[src/rtl/ppi_pkg.sv]
// rtl/ppi_pkg.sv - shared types and constants for the synchronous PPI
package ppi_pkg;

  // Control-word bit positions (bit 7 = 1 selects a control write, 0 = BSR)
  localparam int CW_FLAG     = 7;
  localparam int CW_AMODE_HI = 6;
  localparam int CW_AMODE_LO = 5;
  localparam int CW_ADIR     = 4;
  localparam int CW_CUDIR    = 3;
  localparam int CW_BMODE    = 2;
  localparam int CW_BDIR     = 1;
  localparam int CW_CLDIR    = 0;

  // Power-up control word: everything mode 0, every port an input
  localparam logic [7:0] CTRL_RESET = 8'h9B;

  // Bus address map
  localparam logic [1:0] ADDR_A    = 2'b00;
  localparam logic [1:0] ADDR_B    = 2'b01;
  localparam logic [1:0] ADDR_C    = 2'b10;
  localparam logic [1:0] ADDR_CTRL = 2'b11;

  // Port C handshake positions in mode 1
  localparam int PC_OBF_A  = 7;
  localparam int PC_ACK_A  = 6;
  localparam int PC_IBF_A  = 5;
  localparam int PC_STB_A  = 4;
  localparam int PC_INTR_A = 3;
  localparam int PC_HS_B   = 2;  // STB_B when B is input, ACK_B when output
  localparam int PC_FLAG_B = 1;  // IBF_B or OBF_B
  localparam int PC_INTR_B = 0;

  typedef enum logic {MODE0 = 1'b0, MODE1 = 1'b1} mode_e;

  typedef enum logic [1:0] {EMPTY = 2'd0, FULL = 2'd1, ACKING = 2'd2} hs_state_e;

  // Group A mode field: 00 is mode 0, anything else behaves as mode 1
  function automatic mode_e a_mode_of(input logic [7:0] cw);
    return (cw[CW_AMODE_HI] | cw[CW_AMODE_LO]) ? MODE1 : MODE0;
  endfunction

endpackage

[src/rtl/ppi_hs_sync_if.sv]
// rtl/ppi_hs_sync_if.sv - CPU bus and peripheral port bundle for ppi_hs_sync
interface ppi_hs_sync_if #(parameter int W = 8);
  logic         CSbar;
  logic         RDbar;
  logic         WRbar;
  logic [1:0]   Addresslines;
  logic [W-1:0] d_in;
  logic [W-1:0] d_out;
  logic         d_oe;
  logic [W-1:0] pa_in;
  logic [W-1:0] pa_out;
  logic         pa_oe;
  logic [W-1:0] pb_in;
  logic [W-1:0] pb_out;
  logic         pb_oe;
  logic [7:0]   pc_in;
  logic [7:0]   pc_out;
  logic [7:0]   pc_oe;

  modport master (
    output CSbar, RDbar, WRbar, Addresslines, d_in, pa_in, pb_in, pc_in,
    input  d_out, d_oe, pa_out, pa_oe, pb_out, pb_oe, pc_out, pc_oe
  );

  modport slave (
    input  CSbar, RDbar, WRbar, Addresslines, d_in, pa_in, pb_in, pc_in,
    output d_out, d_oe, pa_out, pa_oe, pb_out, pb_oe, pc_out, pc_oe
  );
endinterface

[src/rtl/ppi_hs_port.sv]
// rtl/ppi_hs_port.sv - one port latch with its mode 1 strobe/ack handshake FSM
module ppi_hs_port
  import ppi_pkg::*;
#(
  parameter int W = 8
) (
  input  logic         clk_i,
  input  logic         rst_i,
  input  logic         clear_i,     // control-word write: drop latch and handshake
  input  mode_e        mode_i,
  input  logic         dir_in_i,    // 1 = port is an input
  input  logic         wr_i,        // CPU write event addressed to this port
  input  logic         rd_start_i,  // CPU read start addressed to this port
  input  logic         rd_end_i,    // CPU read end addressed to this port
  input  logic         inte_i,
  input  logic         hs_n_i,      // STB (input) or ACK (output), active low
  input  logic [W-1:0] d_i,
  input  logic [W-1:0] pins_i,
  output logic [W-1:0] out_o,
  output logic         oe_o,
  output logic [W-1:0] rd_o,
  output logic         flag_o,      // IBF (active high) or OBF (active low)
  output logic         intr_o
);

  hs_state_e    state_q, state_d;
  logic [W-1:0] lat_q, lat_d;
  logic         intr_q, intr_d;
  logic         hs_prev_q;
  logic         hs_fall, hs_rise;

  assign hs_fall = hs_prev_q & ~hs_n_i;
  assign hs_rise = ~hs_prev_q & hs_n_i;

  // State, latch, interrupt and strobe-history registers
  always_ff @(posedge clk_i) begin
    if (rst_i) begin
      state_q   <= EMPTY;
      lat_q     <= '0;
      intr_q    <= 1'b0;
      hs_prev_q <= 1'b1;
    end else begin
      state_q   <= state_d;
      lat_q     <= lat_d;
      intr_q    <= intr_d;
      hs_prev_q <= hs_n_i;
    end
  end

  // Handshake next state: plain latch in mode 0, strobed FSM in mode 1
  always_comb begin
    state_d = state_q;
    lat_d   = lat_q;
    intr_d  = intr_q;
    if (clear_i) begin
      state_d = EMPTY;
      lat_d   = '0;
      intr_d  = 1'b0;
    end else if (mode_i == MODE0) begin
      state_d = EMPTY;
      intr_d  = 1'b0;
      if (wr_i) lat_d = d_i;
    end else if (dir_in_i) begin
      case (state_q)
        EMPTY: begin
          if (hs_fall) begin
            lat_d   = pins_i;
            state_d = FULL;
          end
        end
        FULL: begin
          if (hs_rise) intr_d = inte_i;
          if (rd_end_i) state_d = EMPTY;
        end
        default: state_d = EMPTY;
      endcase
      if (rd_start_i) intr_d = 1'b0;
    end else begin
      case (state_q)
        FULL:    if (hs_fall) state_d = ACKING;
        ACKING: begin
          if (hs_rise) begin
            intr_d  = inte_i;
            state_d = EMPTY;
          end
        end
        default: state_d = state_q;
      endcase
      // A new write always wins, including one that lands mid-acknowledge
      if (wr_i) begin
        lat_d   = d_i;
        intr_d  = 1'b0;
        state_d = FULL;
      end
    end
  end

  assign oe_o   = ~dir_in_i;
  assign out_o  = dir_in_i ? '0 : lat_q;
  assign rd_o   = (mode_i == MODE0 && dir_in_i) ? pins_i : lat_q;
  assign flag_o = dir_in_i ? (state_q == FULL) : (state_q != FULL);
  assign intr_o = intr_q;

endmodule

[src/rtl/ppi_hs_sync.sv]
// rtl/ppi_hs_sync.sv - synchronous 8255-style PPI with mode 1 handshaking
module ppi_hs_sync
  import ppi_pkg::*;
#(
  parameter int W = 8
) (
  input logic           CLK,
  input logic           RESET,
  ppi_hs_sync_if.slave  bus
);

  logic [7:0]   ctrl_q, ctrl_d;
  logic [7:0]   pc_lat_q, pc_lat_d;
  logic         inte_a_q, inte_a_d, inte_b_q, inte_b_d;
  logic         wr_prev_q, rd_prev_q;
  logic         wr_ev, rd_start, rd_end;
  logic         ctrl_wr, bsr_wr;
  logic [2:0]   bsr_bit;
  mode_e        a_mode, b_mode;
  logic         a_in, b_in;
  logic         sel_a, sel_b;
  logic [W-1:0] a_rd, b_rd;
  logic         a_flag, a_intr, b_flag, b_intr;
  logic         a_hs_n;
  logic [7:0]   pc_out_c, pc_oe_c, pc_rd_c;
  logic [W-1:0] d_out_c;

  // Bus events: edges of the strobes qualified by chip select, never both strobes low
  assign wr_ev    = ~bus.CSbar & wr_prev_q & ~bus.WRbar & bus.RDbar;
  assign rd_start = ~bus.CSbar & rd_prev_q & ~bus.RDbar & bus.WRbar;
  assign rd_end   = ~bus.CSbar & ~rd_prev_q & bus.RDbar & bus.WRbar;

  assign ctrl_wr = wr_ev & (bus.Addresslines == ADDR_CTRL) & bus.d_in[CW_FLAG];
  assign bsr_wr  = wr_ev & (bus.Addresslines == ADDR_CTRL) & ~bus.d_in[CW_FLAG];
  assign bsr_bit = bus.d_in[3:1];

  assign a_mode = a_mode_of(ctrl_q);
  assign b_mode = ctrl_q[CW_BMODE] ? MODE1 : MODE0;
  assign a_in   = ctrl_q[CW_ADIR];
  assign b_in   = ctrl_q[CW_BDIR];
  assign sel_a  = (bus.Addresslines == ADDR_A);
  assign sel_b  = (bus.Addresslines == ADDR_B);
  assign a_hs_n = a_in ? bus.pc_in[PC_STB_A] : bus.pc_in[PC_ACK_A];

  // Control word, port C latch, interrupt enables and strobe history
  always_ff @(posedge CLK) begin
    if (RESET) begin
      ctrl_q    <= CTRL_RESET;
      pc_lat_q  <= '0;
      inte_a_q  <= 1'b0;
      inte_b_q  <= 1'b0;
      wr_prev_q <= 1'b1;
      rd_prev_q <= 1'b1;
    end else begin
      ctrl_q    <= ctrl_d;
      pc_lat_q  <= pc_lat_d;
      inte_a_q  <= inte_a_d;
      inte_b_q  <= inte_b_d;
      wr_prev_q <= bus.WRbar;
      rd_prev_q <= bus.RDbar;
    end
  end

  // Control/BSR/port C writes; BSR on a handshake input position sets INTE instead
  always_comb begin
    ctrl_d   = ctrl_q;
    pc_lat_d = pc_lat_q;
    inte_a_d = inte_a_q;
    inte_b_d = inte_b_q;
    if (ctrl_wr) begin
      ctrl_d   = bus.d_in[7:0];
      pc_lat_d = '0;
      inte_a_d = 1'b0;
      inte_b_d = 1'b0;
    end else if (bsr_wr) begin
      if (a_mode == MODE1 && a_in && 32'(bsr_bit) == PC_STB_A)
        inte_a_d = bus.d_in[0];
      else if (a_mode == MODE1 && !a_in && 32'(bsr_bit) == PC_ACK_A)
        inte_a_d = bus.d_in[0];
      else if (b_mode == MODE1 && 32'(bsr_bit) == PC_HS_B)
        inte_b_d = bus.d_in[0];
      else
        pc_lat_d[bsr_bit] = bus.d_in[0];
    end else if (wr_ev && bus.Addresslines == ADDR_C) begin
      pc_lat_d = bus.d_in[7:0];
    end
  end

  ppi_hs_port #(.W(W)) u_port_a (
    .clk_i      (CLK),
    .rst_i      (RESET),
    .clear_i    (ctrl_wr),
    .mode_i     (a_mode),
    .dir_in_i   (a_in),
    .wr_i       (wr_ev & sel_a),
    .rd_start_i (rd_start & sel_a),
    .rd_end_i   (rd_end & sel_a),
    .inte_i     (inte_a_q),
    .hs_n_i     (a_hs_n),
    .d_i        (bus.d_in),
    .pins_i     (bus.pa_in),
    .out_o      (bus.pa_out),
    .oe_o       (bus.pa_oe),
    .rd_o       (a_rd),
    .flag_o     (a_flag),
    .intr_o     (a_intr)
  );

  ppi_hs_port #(.W(W)) u_port_b (
    .clk_i      (CLK),
    .rst_i      (RESET),
    .clear_i    (ctrl_wr),
    .mode_i     (b_mode),
    .dir_in_i   (b_in),
    .wr_i       (wr_ev & sel_b),
    .rd_start_i (rd_start & sel_b),
    .rd_end_i   (rd_end & sel_b),
    .inte_i     (inte_b_q),
    .hs_n_i     (bus.pc_in[PC_HS_B]),
    .d_i        (bus.d_in),
    .pins_i     (bus.pb_in),
    .out_o      (bus.pb_out),
    .oe_o       (bus.pb_oe),
    .rd_o       (b_rd),
    .flag_o     (b_flag),
    .intr_o     (b_intr)
  );

  // Port C pin drive and readback, handshake bits overriding the mode 0 latch
  always_comb begin
    pc_oe_c  = {{4{~ctrl_q[CW_CUDIR]}}, {4{~ctrl_q[CW_CLDIR]}}};
    pc_out_c = pc_lat_q;
    if (a_mode == MODE1) begin
      pc_oe_c[PC_INTR_A]  = 1'b1;
      pc_out_c[PC_INTR_A] = a_intr;
      if (a_in) begin
        pc_oe_c[PC_STB_A]  = 1'b0;
        pc_out_c[PC_STB_A] = 1'b0;
        pc_oe_c[PC_IBF_A]  = 1'b1;
        pc_out_c[PC_IBF_A] = a_flag;
      end else begin
        pc_oe_c[PC_ACK_A]  = 1'b0;
        pc_out_c[PC_ACK_A] = 1'b0;
        pc_oe_c[PC_OBF_A]  = 1'b1;
        pc_out_c[PC_OBF_A] = a_flag;
      end
    end
    if (b_mode == MODE1) begin
      pc_oe_c[PC_HS_B]    = 1'b0;
      pc_out_c[PC_HS_B]   = 1'b0;
      pc_oe_c[PC_FLAG_B]  = 1'b1;
      pc_out_c[PC_FLAG_B] = b_flag;
      pc_oe_c[PC_INTR_B]  = 1'b1;
      pc_out_c[PC_INTR_B] = b_intr;
    end
    pc_rd_c = (pc_out_c & pc_oe_c) | (bus.pc_in & ~pc_oe_c);
    if (a_mode == MODE1) pc_rd_c[a_in ? PC_STB_A : PC_ACK_A] = inte_a_q;
    if (b_mode == MODE1) pc_rd_c[PC_HS_B] = inte_b_q;
  end

  // CPU read mux, combinational so data is valid while RDbar is low
  always_comb begin
    case (bus.Addresslines)
      ADDR_A:  d_out_c = a_rd;
      ADDR_B:  d_out_c = b_rd;
      ADDR_C:  d_out_c = W'(pc_rd_c);
      default: d_out_c = W'(ctrl_q);
    endcase
  end

  assign bus.d_out  = d_out_c;
  assign bus.d_oe   = ~bus.CSbar & ~bus.RDbar & bus.WRbar;
  assign bus.pc_out = pc_out_c;
  assign bus.pc_oe  = pc_oe_c;

endmodule

[src/flat_wrapper.sv]
// flat-port wrapper written by rule: the top's interface ports become plain ports
module ppi_hs_sync_flat import ppi_pkg::*;
#(
  parameter int W = 8
)
  (CLK, RESET, bus_CSbar, bus_RDbar, bus_WRbar, bus_Addresslines, bus_d_in, bus_pa_in, bus_pb_in, bus_pc_in, bus_d_out, bus_d_oe, bus_pa_out, bus_pa_oe, bus_pb_out, bus_pb_oe, bus_pc_out, bus_pc_oe);
  ppi_hs_sync_if #(.W(W)) bus_i ();
  input logic CLK;
  input logic RESET;
  input wire logic [$bits(bus_i.CSbar)-1:0] bus_CSbar;
  input wire logic [$bits(bus_i.RDbar)-1:0] bus_RDbar;
  input wire logic [$bits(bus_i.WRbar)-1:0] bus_WRbar;
  input wire logic [$bits(bus_i.Addresslines)-1:0] bus_Addresslines;
  input wire logic [$bits(bus_i.d_in)-1:0] bus_d_in;
  input wire logic [$bits(bus_i.pa_in)-1:0] bus_pa_in;
  input wire logic [$bits(bus_i.pb_in)-1:0] bus_pb_in;
  input wire logic [$bits(bus_i.pc_in)-1:0] bus_pc_in;
  output wire logic [$bits(bus_i.d_out)-1:0] bus_d_out;
  output wire logic [$bits(bus_i.d_oe)-1:0] bus_d_oe;
  output wire logic [$bits(bus_i.pa_out)-1:0] bus_pa_out;
  output wire logic [$bits(bus_i.pa_oe)-1:0] bus_pa_oe;
  output wire logic [$bits(bus_i.pb_out)-1:0] bus_pb_out;
  output wire logic [$bits(bus_i.pb_oe)-1:0] bus_pb_oe;
  output wire logic [$bits(bus_i.pc_out)-1:0] bus_pc_out;
  output wire logic [$bits(bus_i.pc_oe)-1:0] bus_pc_oe;
  assign bus_i.CSbar = bus_CSbar;
  assign bus_i.RDbar = bus_RDbar;
  assign bus_i.WRbar = bus_WRbar;
  assign bus_i.Addresslines = bus_Addresslines;
  assign bus_i.d_in = bus_d_in;
  assign bus_i.pa_in = bus_pa_in;
  assign bus_i.pb_in = bus_pb_in;
  assign bus_i.pc_in = bus_pc_in;
  assign bus_d_out = bus_i.d_out;
  assign bus_d_oe = bus_i.d_oe;
  assign bus_pa_out = bus_i.pa_out;
  assign bus_pa_oe = bus_i.pa_oe;
  assign bus_pb_out = bus_i.pb_out;
  assign bus_pb_oe = bus_i.pb_oe;
  assign bus_pc_out = bus_i.pc_out;
  assign bus_pc_oe = bus_i.pc_oe;
  ppi_hs_sync #(.W(W)) u_core (.CLK(CLK), .RESET(RESET), .bus(bus_i));
endmodule
[config.mk]
export PLATFORM = sky130hd
export DESIGN_NAME = ppi_hs_sync_flat
export DESIGN_NICKNAME = d
export VERILOG_FILES = /design/src/rtl/ppi_pkg.sv /design/src/rtl/ppi_hs_sync_if.sv /design/src/rtl/ppi_hs_port.sv /design/src/rtl/ppi_hs_sync.sv /design/src/flat_wrapper.sv
export SDC_FILE = /design/constraint.sdc
export NUM_CORES = 1
export LEC_CHECK = 0
export CAP_MARGIN = 20
export CORE_MARGIN = 2
export CORE_UTILIZATION = 54
export DETAILED_ROUTE_END_ITERATION = 8
export PLACE_DENSITY = 0.91
export SYNTH_ARGS = -nofsm -noshare
export SYNTH_HDL_FRONTEND = slang
export SYNTH_SLANG_ARGS = --single-unit
[constraint.sdc]
create_clock -name CLK -period 2.82 [get_ports CLK]
set_input_delay 0.282 -clock CLK [delete_from_list [all_inputs] [get_ports CLK]]
set_output_delay 0.282 -clock CLK [all_outputs]
set_load 0.03 [all_outputs]
==> run summary, run 1 <==
Nets at Floorplan: 430
Layout Nets: 510
Min Hold Slack: 464 ps
Vias/cell: 6.72
total congestion overflow: 0
setup slack, reg-to-reg: 690 ps
pin count of the biggest net entering global routing: 21
outcome: complete, no violations
GR peak layer: met2
asr flop ratio synth: 0
main flop type after synthesis: dfxtp_1
CTS tree: done
routed length per instance: 19.8 µm
Max FO, Critical Path: 9
n_taps: 75
fin util: 0.738
Flops after synth: 44
multi-input gates: 305
initial antenna violation count: 0
Hold Startpoint: u_core.ctrl_q[7]
RR Endpoint: u_core.u_port_a.lat_q[6]
post-placement cell count: 538
Max stage delay on crit path: 470 ps
top comb family, area: AND-OR/OR-AND gates
Final HPWL DP: 7970 µm
switching power: 426 µW
post-route minimum period: 2470 ps
yosys adder share: 0.00372
Max-slew headroom: 0.510
Synth Area in Compound Gates: 0.291
DRT antenna net count: 0
Yosys top cell by area: dfxtp_1
H-tree depth: 2
M1 GR Usage: 0.391
Unique cell types: 74
CP endpoint: bus_d_out[6]
Hold Path Depth: 1
Least-Margin Pin Slew: 725 ps
io pins: 82
final hold vios: 0
placed cell area: 0.00429 mm²
Max power group: sequential cells
metal1 wirelength: 4340 µm
Clock Pin Slew Worst Setup and Hold Paths: 90 ps
combinational power: 332 µW
Simple-Gate Area Share: 0.257
Placer Congestion: 0.953
final setup vio count: 0
most frequent cell after synthesis: dfxtp_1
Final Max Tran Viols: 0
drt total wl: 10800 µm
static leakage: 1.68 nW
PostCTS Resize Cnt: 0
met2 Use GR: 0.496
GR Util met3: 0.0825
WP data arrival: 2190 ps
Synth Cell Area: 0.00336 mm²
CP cell instances: nor3b_2 -> buf_4 -> mux2_2 -> mux4_2 -> dlymetal6s2s_1
final-layout clock buffer total: 5
Worst-Skew Late Latency: 310 ps
share of cells above drive strength 1: 0.180
max-cap check violation count: 0
1st-pass router iterations: 6
synth warn: 0
cells on worst reg2reg path: 5
WHS Endpoint: u_core.ctrl_q[7]
Chip Area, Yosys: 0.00336 mm²
GRT Total Usage: 0.306
met2 wire length: 4990 µm
switching part of the total power: 0.306
startpoint types: flop
cell family with most CP delay: multiplexers
largest class: combinational gates
worst vdd ir: 299 µV
Hold Path Class: reg -> reg
Largest cells by area: dfxtp_1, mux2_2, nor2b_1, mux4_2, o21ai_0
Gate Area: 0.00229 mm²
Site Rows: 28
cts hold-fix bufs: 0
core area: 0.00596 mm²
Stages on worst setup path: 5
count of plain and timing-repair buffers: 106
sequential-to-total area share from yosys stat: 0.262
Log Warnings: 26
overall power: 1.39 mW
met3 WL: 1080 µm
Mean Syn Cell Area: 8.62 µm²
count of library flops with an enable pin: 0
NonClk Buf Share: 0.230
FP Util: 0.564
Fmax: 0.404 GHz
first-pass GRT wire length: 17300 µm
clk root buf: clkbuf_8
Critical path origin: u_core.ctrl_q[5]
cell area after layout: 0.00439 mm²
most instantiated cells after synthesis: dfxtp_1, nor2_1, o21ai_0
Sequential Power Share: 0.463
via count: 3669
CP Data Required Time: 2540 ps
Clock Path Buffers: 2
post-route setup slack: 346 ps
power in sequential cells: 645 µW
Die ar.: 0.00687 mm²
CP max stage cell: mux4_2
# fillers: 459
Post-Synth XOR/XNOR Area: 0.00261
RSZ-0062 raised after global routing: false
Int Power: 966 µW
# DRC: 0
vias in the first global route: 3423
sequential cell area share: 0.201
pwr dens: 317 mW/mm²
clock-cell share of area: 0.0199
Inverters excl. clock: 8
highest routed layer: met4
clock share of power: 0.298
postcts setup bufs: 0
synthesized instance count: 390
r2r startpoint: u_core.ctrl_q[4]
combinational share of power: 0.238
CP Capture Type: primary output
Mux cell area share: 0.128
Final Non-Filler Cells: 546
setup_tns: 0 ps
Inserted Diodes: 0
Flop area: 881 µm²
dpl ws: 340 ps
top cell type's share of synthesized area: 0.262
ys cells: 390
worst path buffer plus inverter count: 2
Detailed Route Iter0 Violations: 327
worst setup path class: reg -> out
area grow syn2layout: 30.7%
Comb area share: 0.522
fin crit share: 0.877
## run 1: layout by cell type (no fill, tap or decap), types with 4 or more instances in the layout
cell,Yosys,routed
clkdlybuf4s50_1,0,73
dfxtp_1,44,44
buf_4,4,27
o21ai_0,25,25
nor2_1,25,25
nor2b_1,24,24
a21oi_1,19,19
mux2_2,17,17
nand3_1,16,16
nand2_1,14,14
nand2b_1,11,11
a211oi_1,11,11
or2_2,10,10
mux2i_1,9,9
o21a_1,9,9
inv_1,8,8
o221a_1,8,8
mux4_2,6,6
a32o_1,6,6
a31oi_1,6,6
dlymetal6s2s_1,0,6
o22a_1,5,5
clkbuf_8,0,5
o31ai_1,4,4
nor3b_1,4,4
or4_1,4,4
a22o_1,4,4
**Run 1: layout detail**

Region (33, 33) to (83, 83) µm. Cells in grey, sequential cells in the stronger grey; small squares are vias.
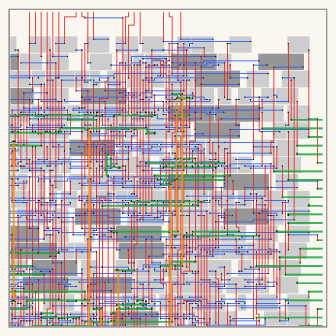
Red stands for M2. Green stands for M3. Orange stands for M4. Blue stands for M1.
Most frequent: clkdlybuf4s50_1 (33), dfxtp_1 (21). Sequential cells in the window: 21. 183 logic cells have their middle in the window. Netlist names of flops here include `u_core.ctrl_q` (7), `u_core.u_port_a.lat_q` (7), `u_core.u_port_b.lat_q` (6).

**Run 1: pin placement**

(4 px per µm) Pins as bars across the die edge, other pins in grey.
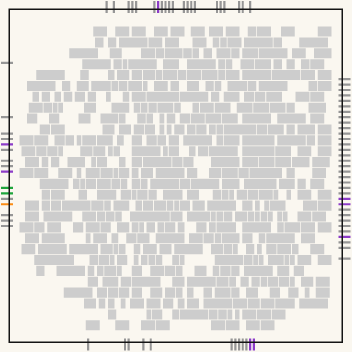
Purple stands for `bus_pc_in`, pins 8, direction input, edge 3 east, 2 west, 2 south, 1 north. Orange stands for `bus_d_oe`, pins 1, direction output, edge west. Green stands for `bus_Addresslines`, pins 2, direction input, edge west.
All pins by edge: 33 east, 21 north, 16 west, 12 south.
Die Span X: 82.9 µm
die height: 82.9 µm
Port Buffer Count: 81

**Run 1: clock nets**

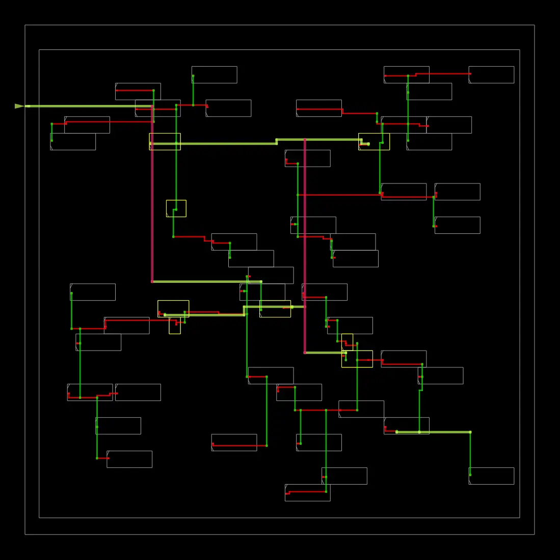
# clock sinks: 44
flip-flops: 44
Clock Skew: 10.2 ps
TritonCTS Buffers: 5
P_clk: 416 µW

**Run 1: M3 wires**

(6 px per µm) Cells faint in the background.
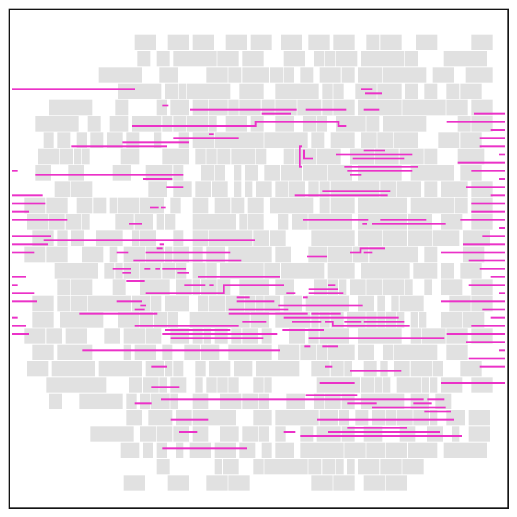
The layer holds 10% of the routed length. The longest straight run is 43.5 µm. The layer carries 1080 µm of wire. The wires run mostly horizontal.

**Run 1: the metal 4 layer**

(4 px per µm) Supply wires on this layer in grey. Cells faint in the background.
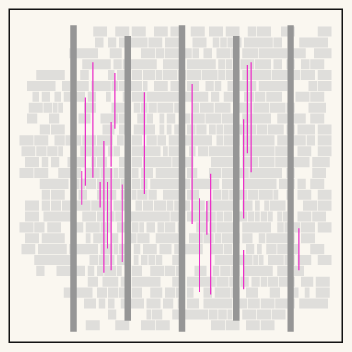

==> inputs of run 2 (changes only) <==
--- a/config.mk
+++ b/config.mk
@@ -7,9 +7,11 @@
 export LEC_CHECK = 0
 export CAP_MARGIN = 20
 export CORE_MARGIN = 2
-export CORE_UTILIZATION = 54
+export CORE_UTILIZATION = 60
+export CTS_CLUSTER_SIZE = 24
 export DETAILED_ROUTE_END_ITERATION = 8
-export PLACE_DENSITY = 0.91
+export DONT_BUFFER_PORTS = 1
+export PLACE_DENSITY = 0.81
 export SYNTH_ARGS = -nofsm -noshare
 export SYNTH_HDL_FRONTEND = slang
 export SYNTH_SLANG_ARGS = --single-unit
**Run 2: the metal 4 layer**

(4 px per µm) Supply wires on this layer in grey. Cells faint in the background.
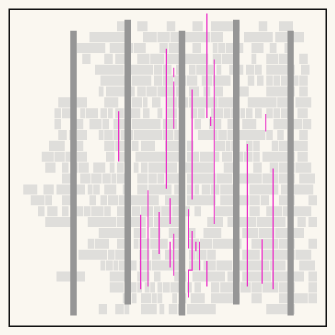
22 nets have wire on it. The longest straight run is 40.8 µm. The layer holds 3.5% of the routed length.

==> run summary, run 2 <==
outcome: complete, no violations
CP endpoint: bus_d_out[5]
WP data arrival: 2310 ps (+120 ps)
vias in the first global route: 3006 (-12%)
Flops after synth: 44 (unchanged)
Final Max Tran Viols: 0 (unchanged)
placed cell area: 0.00338 mm² (-21%)
overall power: 1.35 mW (-3.4%)
Largest cells by area: dfxtp_1, mux2_2, nor2b_1, mux4_2, o21ai_0
drt total wl: 10200 µm (-5.6%)
count of plain and timing-repair buffers: 12 (-89%)
final hold vios: 0 (unchanged)
setup slack, reg-to-reg: 690 ps (about the same)
worst vdd ir: 192 µV (-36%)
post-route minimum period: 2590 ps (+118 ps)
most frequent cell after synthesis: dfxtp_1
area grow syn2layout: 3.94%
Site Rows: 27 (-3.6%)
Hold Startpoint: RESET
share of cells above drive strength 1: 0.186 (+0.00521)
Flop area: 881 µm² (unchanged)
Max-slew headroom: 0.530 (+0.0201)
Mean Syn Cell Area: 8.62 µm² (unchanged)
routed length per instance: 22.7 µm (+15%)
Die Span X: 78.9 µm (-4.9%)
top cell type's share of synthesized area: 0.262 (unchanged)
Chip Area, Yosys: 0.00336 mm² (unchanged)
main flop type after synthesis: dfxtp_1
startpoint types: flop
Critical path origin: u_core.ctrl_q[6]
Clock Path Buffers: 2 (unchanged)
Clock Skew: 9.41 ps (-0.823 ps)
clk root buf: clkbuf_8
CP Capture Type: primary output
via count: 3356 (-8.5%)
max-cap check violation count: 0 (unchanged)
DRT antenna net count: 0 (unchanged)
post-placement cell count: 441 (-18%)
most instantiated cells after synthesis: dfxtp_1, nor2_1, o21ai_0
Yosys top cell by area: dfxtp_1
Min Hold Slack: 84.0 ps (-380 ps)
WHS Endpoint: u_core.wr_prev_q
postcts setup bufs: 0 (unchanged)
Max FO, Critical Path: 9 (unchanged)
CP Data Required Time: 2540 ps (about the same)
ys cells: 390 (unchanged)
Port Buffer Count: 0 (-100%)
worst setup path class: reg -> out
dpl ws: 577 ps (+237 ps)
GRT Total Usage: 0.324 (+0.0174)
cells on worst reg2reg path: 5 (unchanged)
setup_tns: 0 ps (unchanged)
Detailed Route Iter0 Violations: 365 (+12%)
Synth Cell Area: 0.00336 mm² (unchanged)
Inverters excl. clock: 8 (unchanged)
Clock Pin Slew Worst Setup and Hold Paths: 90 ps (about the same)
GR Util met3: 0.0841 (+0.00159)
most frequent cells in the layout: dfxtp_1, o21ai_0, nor2_1
cell area after layout: 0.00349 mm² (-20%)
Final HPWL DP: 7270 µm (-8.8%)
Layout Nets: 416 (-18%)
NonClk Buf Share: 0.0258 (-0.204)
RR Endpoint: u_core.u_port_a.lat_q[1]
# fillers: 482 (+5.0%)
static leakage: 1.27 nW (-24%)
Hold Path Depth: 1 (unchanged)
Comb area share: 0.656 (+0.134)
GR peak layer: met2
initial antenna violation count: 0 (unchanged)
1st-pass router iterations: 5 (-1)
r2r startpoint: u_core.ctrl_q[4]
[run 2: per-layer routing]
layer,vias to the layer above,share of wire
met5,-,0
li1,1480,-
met3,48,0.11
met1,1574,0.38
met4,0,0.035
met2,254,0.48
[run 2: cell families after synthesis]
logic type	after synthesis	share of synthesized area
adder cells (fa/ha/maj)	1	0.00372
buffers and inverters	41	0.0562
AND-OR/OR-AND	129	0.291
AND/OR/NAND/NOR	141	0.257
XOR/XNOR	1	0.00261
multiplexers	33	0.128
flip-flops	44	0.262
[run 2: power by group]
group | switching [mW] | internal [mW]
Clock | 0.239 | 0.263
Sequential | 0.0129 | 0.633
Combinational | 0.115 | 0.0833
Total | 0.367 | 0.979
[run 2: worst max-delay path, cell delays in order, from the launching register on]
cell	delay (ps)
dfxtp_1	420
nor3b_2	600
mux2_2	400
mux4_2	580
No activity file was given, so power comes from the tool's default toggle rates.
